Figure 1. Routed metal, one colour a layer.
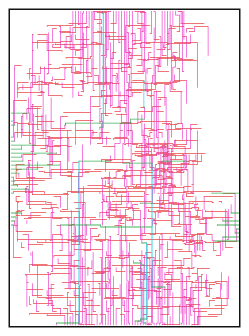
Figure 2. Cells coloured by class.
Fill, decap, tap and diode cells in grey.
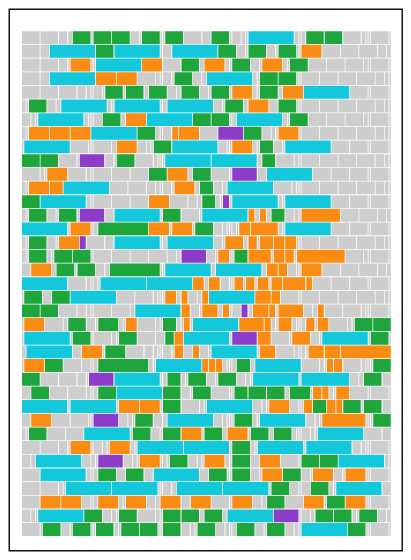
Figure 3. Pin map.
Pins as bars across the die edge, other pins in grey.
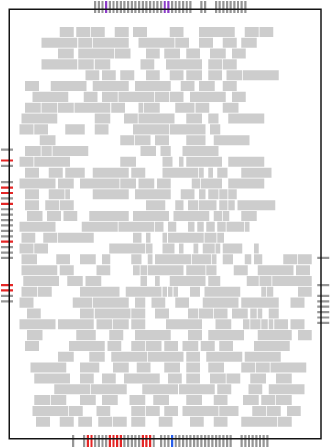
## src/rtl/prco_lsu.sv

```systemverilog
// Load/store unit: turns the ALU RAM-enable pulse into one LW/SW access over a
// req/ack handshake, with a bounded wait and one-cycle result/done/err strobes.
module prco_lsu #(
   parameter int           TIMEOUT = 15,
   parameter logic [4:0]   OP_LW   = 5'h0C,
   parameter logic [4:0]   OP_SW   = 5'h0D
) (
   input  logic        i_clk,
   input  logic        i_reset,
   input  logic        i_ce,
   input  logic [4:0]  i_op,
   input  logic [15:0] i_addr,
   input  logic [15:0] i_wdata,
   input  logic [2:0]  i_rd,
   output logic        q_busy,
   output logic        q_mem_req,
   output logic        q_mem_we,
   output logic [15:0] q_mem_addr,
   output logic [15:0] q_mem_wdata,
   input  logic        i_mem_ack,
   input  logic [15:0] i_mem_rdata,
   output logic        q_ce_reg,
   output logic [2:0]  q_rd,
   output logic [15:0] q_result,
   output logic        q_done,
   output logic        q_err
);

   // Handshake: q_mem_req rises after the accepting edge and stays high until
   // the edge that samples i_mem_ack=1 or the wait budget runs out; an ack
   // seen while q_mem_req=0 is ignored.
   localparam logic [1:0] S_IDLE = 2'd0;
   localparam logic [1:0] S_REQ  = 2'd1;
   localparam logic [1:0] S_DONE = 2'd2;

   localparam logic [7:0] LAST_WAIT = 8'(TIMEOUT - 1);

   logic [1:0] state;
   logic [7:0] count;
   logic [4:0] op;
   logic [2:0] rd;

   always_ff @(posedge i_clk or posedge i_reset) begin
      if (i_reset) begin
         state       <= S_IDLE;
         count       <= 8'd0;
         op          <= 5'd0;
         rd          <= 3'd0;
         q_busy      <= 1'b0;
         q_mem_req   <= 1'b0;
         q_mem_we    <= 1'b0;
         q_mem_addr  <= 16'd0;
         q_mem_wdata <= 16'd0;
         q_ce_reg    <= 1'b0;
         q_rd        <= 3'd0;
         q_result    <= 16'd0;
         q_done      <= 1'b0;
         q_err       <= 1'b0;
      end else begin
         // Strobes are single-cycle unless re-armed below.
         q_ce_reg <= 1'b0;
         q_done   <= 1'b0;
         q_err    <= 1'b0;
         case (state)
            S_IDLE: begin
               if (i_ce) begin
                  if (i_op == OP_LW || i_op == OP_SW) begin
                     op          <= i_op;
                     rd          <= i_rd;
                     q_mem_addr  <= i_addr;
                     q_mem_wdata <= i_wdata;
                     q_mem_we    <= (i_op == OP_SW);
                     q_mem_req   <= 1'b1;
                     q_busy      <= 1'b1;
                     count       <= 8'd0;
                     state       <= S_REQ;
                  end else begin
                     q_err <= 1'b1;
                  end
               end
            end
            S_REQ: begin
               // A start strobe while busy is dropped but flagged.
               if (i_ce) begin
                  q_err <= 1'b1;
               end
               if (i_mem_ack) begin
                  q_mem_req <= 1'b0;
                  if (op == OP_LW) begin
                     q_result <= i_mem_rdata;
                     q_rd     <= rd;
                     q_ce_reg <= 1'b1;
                  end
                  q_done <= 1'b1;
                  state  <= S_DONE;
               end else if (count == LAST_WAIT) begin
                  q_mem_req <= 1'b0;
                  q_err     <= 1'b1;
                  q_done    <= 1'b1;
                  state     <= S_DONE;
               end else begin
                  count <= count + 8'd1;
               end
            end
            S_DONE: begin
               if (i_ce) begin
                  q_err <= 1'b1;
               end
               q_busy <= 1'b0;
               state  <= S_IDLE;
            end
            default: begin
               state <= S_IDLE;
            end
         endcase
      end
   end

endmodule

```

## config.mk

```make
export PLATFORM = sky130hd
export DESIGN_NAME = prco_lsu
export DESIGN_NICKNAME = d
export VERILOG_FILES = /design/src/rtl/prco_lsu.sv
export SDC_FILE = /design/constraint.sdc
export NUM_CORES = 1
export LEC_CHECK = 0
export CAP_MARGIN = 20
export CORE_ASPECT_RATIO = 1.4
export CORE_MARGIN = 2
export CORE_UTILIZATION = 39
export CTS_CLUSTER_DIAMETER = 150
export DETAILED_ROUTE_END_ITERATION = 8
export GPL_TIMING_DRIVEN = 0
export PLACE_DENSITY = 0.76
export SETUP_SLACK_MARGIN = 0.4
export SLEW_MARGIN = 30
export SYNTH_ARGS = -nofsm -noshare
export SYNTH_HDL_FRONTEND = slang
export SYNTH_SLANG_ARGS = --single-unit
```

## constraint.sdc

```tcl
create_clock -name i_clk -period 2.1 [get_ports i_clk]
set_input_delay 0.21 -clock i_clk [delete_from_list [all_inputs] [get_ports i_clk]]
set_output_delay 0.21 -clock i_clk [all_outputs]
set_load 0.01 [all_outputs]
```

==> deck_impl_summary.md <==
Key Metrics from the Run

Final layout
  – Top cell excl fill/tap: clkdlybuf4s50_1
  – Biggest regs: q_mem_addr (16), q_mem_wdata (16), q_result (16)
  – Nets: 404

Final timing
  – RSZ-0062 raised after global routing: yes
  – Setup TNS: 0 ns
  – Clock Skews: 0.00914 ns
  – Final-report max-slew violation count: 0

Power and ir drop
  – Seq pwr share: 0.476
  – Total power: 3.90 mW
  – Top Consumer: registers
  – Peak supply drop: 0.608 mV

Critical path
  – Crit path from: count[0]$_DFFE_PP0P_

Clocking
  – Worst-path clk slew: 0.08 ns
  – Post-CTS setup buffers: 3

Logic synthesis
  – Area leader share: 0.629
  – Yosys reg bits: 75
  – Post-synth EDFFs: 0
  – Syn Inst Count: 204

Detailed routing
  – Max Used Layer: met4
  – Met2 routed WL: 3800 um

Outcome
  – Status: complete, no violations

GRT
  – Met3 Usage GRT: 0.0361
  – Most Used Layer, Global Route: met2

Floorplan
  – Die ar.: 8380 sq um
Notes on Figure 1 above:
layer	colour	wire length
met4	cyan	210 um
met1	red	2,560 um
met2	magenta	3,800 um
met3	green	246 um
GRT Util Overall: 0.170
vias post-DR: 2,129
wire per inst: 15.5 um
Total Wirelength: 6820 um

Notes on Figure 2 above:
class	colour	cells
flip-flops	cyan	75
clock drivers and dummy loads	purple	13
all other logic	orange	122
other buffers and delay cells	green	134
sequential cell area share: 0.406
core box area: 7410 sq um

Notes on Figure 3 above:
port	colour	pins	direction	edge
`q_mem_we`	blue	1	output	south
`q_rd`	purple	3	output	north
`q_mem_wdata`	red	16	output	9 south, 7 west
all pins by edge	49 south, 38 north, 22 west, 8 east
die height: 108 um
port bufs: 116

No activity file was given, so power comes from the tool's default toggle rates.
